<file path="src/rtl/mem_bus_pkg.sv">
// Shared types and constants for the instruction/data memory bus arbiter.
package mem_bus_pkg;

   typedef enum logic [1:0] {
      IDLE    = 2'd0,
      GRANT_I = 2'd1,
      GRANT_D = 2'd2
   } state_e;

   typedef enum logic {
      PORT_I = 1'b0,
      PORT_D = 1'b1
   } port_e;

   localparam int unsigned TIMEOUT_DEFAULT = 255;

endpackage

</file>
<file path="src/rtl/mem_bus_arbiter.sv">
// Round-robin arbiter sharing one Avalon master between a fetch port and a
// data port, with a per-transfer waitrequest timeout and a sticky error flag.
module mem_bus_arbiter
   import mem_bus_pkg::*;
#(
   parameter int unsigned TIMEOUT = TIMEOUT_DEFAULT
) (
   input  logic        clk,
   input  logic        reset,
   // instruction fetch port
   input  logic        i_read,
   input  logic [31:0] i_address,
   output logic [31:0] i_readdata,
   output logic        i_waitrequest,
   // data port
   input  logic        d_read,
   input  logic        d_write,
   input  logic [31:0] d_address,
   input  logic [31:0] d_writedata,
   input  logic [3:0]  d_byteenable,
   output logic [31:0] d_readdata,
   output logic        d_waitrequest,
   // Avalon master toward RAM
   output logic [31:0] address,
   output logic        read,
   output logic        write,
   output logic [31:0] writedata,
   output logic [3:0]  byteenable,
   input  logic        waitrequest,
   input  logic [31:0] readdata,
   // sticky timeout flag
   output logic        err
);

   localparam int unsigned      CNT_W    = $clog2(TIMEOUT + 1);
   localparam logic [CNT_W-1:0] CNT_LAST = CNT_W'(TIMEOUT - 1);

   state_e           state;
   port_e            last_grant;
   logic [CNT_W-1:0] wait_cnt;

   logic d_req_c;
   logic grant_req_c;

   // Request of whichever port currently owns the bus.
   always_comb begin
      d_req_c     = d_read | d_write;
      grant_req_c = 1'b0;
      case (state)
         GRANT_I: grant_req_c = i_read;
         GRANT_D: grant_req_c = d_req_c;
         default: grant_req_c = 1'b0;
      endcase
   end

   // Arbitration, transfer tracking, wait counter and sticky error.
   always_ff @(posedge clk or posedge reset) begin
      if (reset) begin
         state      <= IDLE;
         last_grant <= PORT_I;
         wait_cnt   <= '0;
         err        <= 1'b0;
      end else begin
         case (state)
            IDLE: begin
               wait_cnt <= '0;
               // on a tie the port that did not win last time is served
               if (i_read && (!d_req_c || last_grant == PORT_D)) begin
                  state      <= GRANT_I;
                  last_grant <= PORT_I;
               end else if (d_req_c) begin
                  state      <= GRANT_D;
                  last_grant <= PORT_D;
               end
            end
            GRANT_I, GRANT_D: begin
               if (!grant_req_c || !waitrequest) begin
                  // completion, or requester withdrew mid-transfer
                  state <= IDLE;
               end else begin
                  wait_cnt <= wait_cnt + CNT_W'(1);
                  if (wait_cnt == CNT_LAST) begin
                     state <= IDLE;
                     err   <= 1'b1;
                  end
               end
            end
            default: state <= IDLE;
         endcase
      end
   end

   // Master and port signals follow the granted port; everyone else stalls.
   always_comb begin
      address       = '0;
      read          = 1'b0;
      write         = 1'b0;
      writedata     = '0;
      byteenable    = '0;
      i_waitrequest = 1'b1;
      d_waitrequest = 1'b1;
      i_readdata    = '0;
      d_readdata    = '0;
      case (state)
         GRANT_I: begin
            address       = i_address;
            read          = i_read;
            byteenable    = 4'hF;
            i_waitrequest = waitrequest;
            i_readdata    = readdata;
         end
         GRANT_D: begin
            address       = d_address;
            write         = d_write;
            read          = d_read & ~d_write;
            writedata     = d_writedata;
            byteenable    = d_byteenable;
            d_waitrequest = waitrequest;
            d_readdata    = readdata;
         end
         default: ;
      endcase
   end

endmodule

</file>
<file path="config.mk">
export PLATFORM = sky130hd
export DESIGN_NAME = mem_bus_arbiter
export DESIGN_NICKNAME = d
export VERILOG_FILES = /design/src/rtl/mem_bus_pkg.sv /design/src/rtl/mem_bus_arbiter.sv
export SDC_FILE = /design/constraint.sdc
export NUM_CORES = 1
export LEC_CHECK = 0
export ABC_AREA = 0
export CORE_AREA = 4 4 105 107
export CTS_BUF_LIST = sky130_fd_sc_hd__clkbuf_8
export DETAILED_ROUTE_END_ITERATION = 10
export DIE_AREA = 0 0 109 111
export PLACE_DENSITY_LB_ADDON = 0.3
export SETUP_SLACK_MARGIN = 0.3
export SLEW_MARGIN = 20
export SYNTH_ARGS = -nofsm -noshare
export SYNTH_HDL_FRONTEND = slang
export SYNTH_SLANG_ARGS = --single-unit
</file>
<file path="constraint.sdc">
create_clock -name clk -period 2.3 [get_ports clk]
set_input_delay 0.46 -clock clk [delete_from_list [all_inputs] [get_ports clk]]
set_output_delay 0.46 -clock clk [all_outputs]
set_load 0.03 [all_outputs]
</file>
Fig. 1: routing congestion
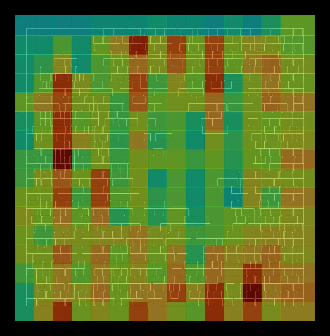
routing usage on met2: 34.7%
Most Used Layer, Global Route: met2
gr usage total: 18.2%
GRT met1 Usage: 19.8%
drt wl/cell: 19.7 um

Fig. 2: port wiring
Scale bar: 20 um.
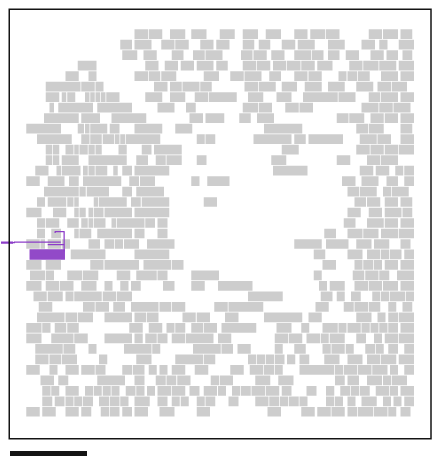
err -> purple  # bits 1, direction output, edge west, end cells 1, wire 24.7 um

Fig. 3: register map, names as in the netlist
Scale bar: 20 um. Other sequential cells in the stronger grey, the rest of the logic in the fainter grey.
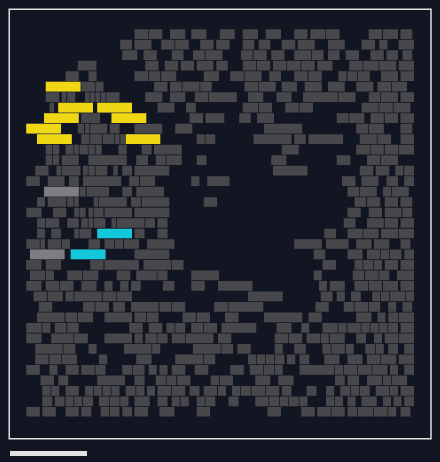
state -> cyan  # flops 2
wait_cnt -> yellow  # flops 8, where north-west
not coloured = 2

Fig. 4: met1 routing
Scale bar: 20 um. Supply wires on this layer in grey.
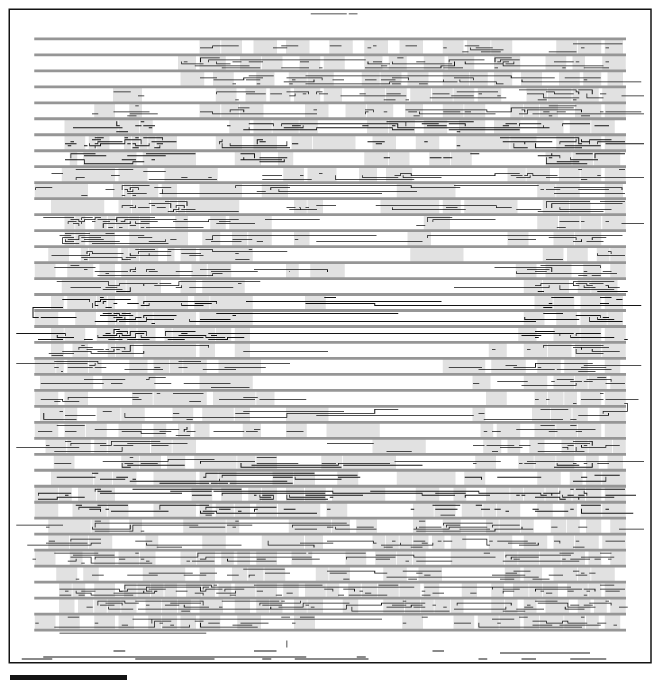
wire length on this layer = 5130 um
longest straight run = 62.1 um
main direction = horizontal
nets with wire on the layer = 593
share of all routed wire = 37%

Fig. 5: wiring by layer
Two of the layers only.
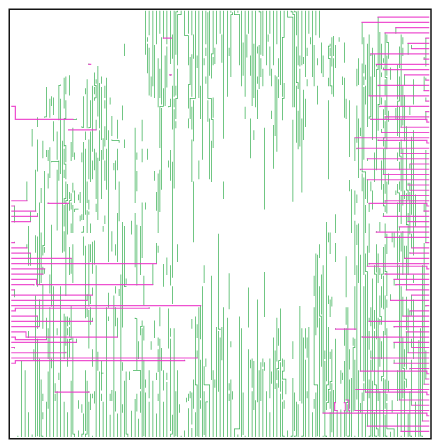
met3 -> magenta  # wire length 1290 um
met2 -> green  # wire length 7340 um

==> flow_summary.ini <==
; physical design summary
[clock_tree]
numClockSinks = 12
cts_tree = done
numCtsBuffers = 3

[layout]
seq_area_sq_um = 300
final_nets = 711
finalNonFillerCells = 702
nFillCells = 853
largest_cell_class = buffers
syn_to_final_growth_pct = 203
drive_above_1_share_pct = 50.0
n_all_buffers = 314

[floorplanning]
nWellTaps = 136
rows = 37
die_area_sq_um = 12100
die_h_um = 111

[placed_design]
port_buffers = 274
place_area_sq_um = 4820
gp_routability_congestion = 0.874

[timing]
worst_slack_ps = 212
hold_slack_ps = 467
hold_viol_final = 0
finalSetupViolCount = 0

[critical_path]
worstPathCellList = inv_2 > ha_4 > buf_12 > clkbuf_16 > a22oi_2 > nor2b_2 > buf_6
cp-end-kind = output port
cp_num_buf_inv = 4
crit_type = register to output port
worstPathRequired_ps = 1840
worst_path_max_delay_cell = dfrtp_1

[logic_synthesis]
ys_cells = 271
yosys-top-cells-area = and2_1 31%, dfrtp_1 15%, a22oi_1 12%
top_cells_by_count = 98 x and2_1, 37 x nor2b_1, 32 x a22oi_1, 20 x clkbuf_1
synth_cell_type_count = 31
synth_cells = 271

[min_path]
hp-class = register to register
hold_depth = 1

[global_routing]
grt_pass1_vias = 3003
antenna_found_initial = 0
grt_overflow = 0

[routing]
routed_wl_mm = 13.8
drt_iter0_markers = 128

[status]
outcome = finished clean
==> worst paths after layout <==
kind                                                end  slack, ps                 start
worst max-delay path                        address[22]        210  state[1]$_DFFE_PP0P_
worst min-delay path                    err$_DFFE_PP0P_        470       err$_DFFE_PP0P_
worst max register to register  wait_cnt[6]$_DFFE_PP0P_        420  state[1]$_DFFE_PP0P_
worst min register to register          err$_DFFE_PP0P_        470       err$_DFFE_PP0P_
max in group asynchronous       wait_cnt[4]$_DFFE_PP0P_       1470                 reset
min in group asynchronous               err$_DFFE_PP0P_        510                 reset
==> cells in the final DEF (no fill, tap or decap), types with 5 or more instances in the layout <==
master             n
clkdlybuf4s50_1  138
and2_1            76
buf_4             72
buf_6             70
a22oi_2           32
nor2b_2           31
and2_4            22
buf_12            22
nand2_1           12
dfrtp_1           12
clkbuf_16          8
nor2b_1            5
nor2_1             5
==> cell families after synthesis <==
| group | Yosys count |
|---|---|
| muxes | 4 |
| adders and majority gates | 6 |
| and+or+nand+nor | 166 |
| buffers and inverters | 28 |
| DFF | 12 |
| xor gates and xnor gates | 2 |
| AOI/OAI and AO/OA | 53 |
==> what timing repair did <==
action                     4_1_cts  5_1_grt
cloned                           3       11
setup buffers                   10       10
resized                         45      108
pin swaps                        1       32
setup endpoints to repair      136      108
==> registers in the layout, summed over array words and instances, names as in the netlist <==
signal	cells
last_grant	1
wait_cnt	8
state	2
err	1
==> layer usage <==
layer | wire (um) | vias to the layer above | track usage [%]
met3 | 1290 | 8 | 5.82
met4 | 61 | 0 | 1.77
li1 | - | 1503 | -
met2 | 7340 | 123 | 34.7
met5 | 0 | - | 0
met1 | 5130 | 1482 | 19.8
==> power breakdown <==
group / switching [mW] / internal (mW)
registers: 0.0405 / 0.248
clock network: 0.0850 / 0.152
logic: 3.63 / 3.59
Power is estimated from default activity; no workload was simulated.
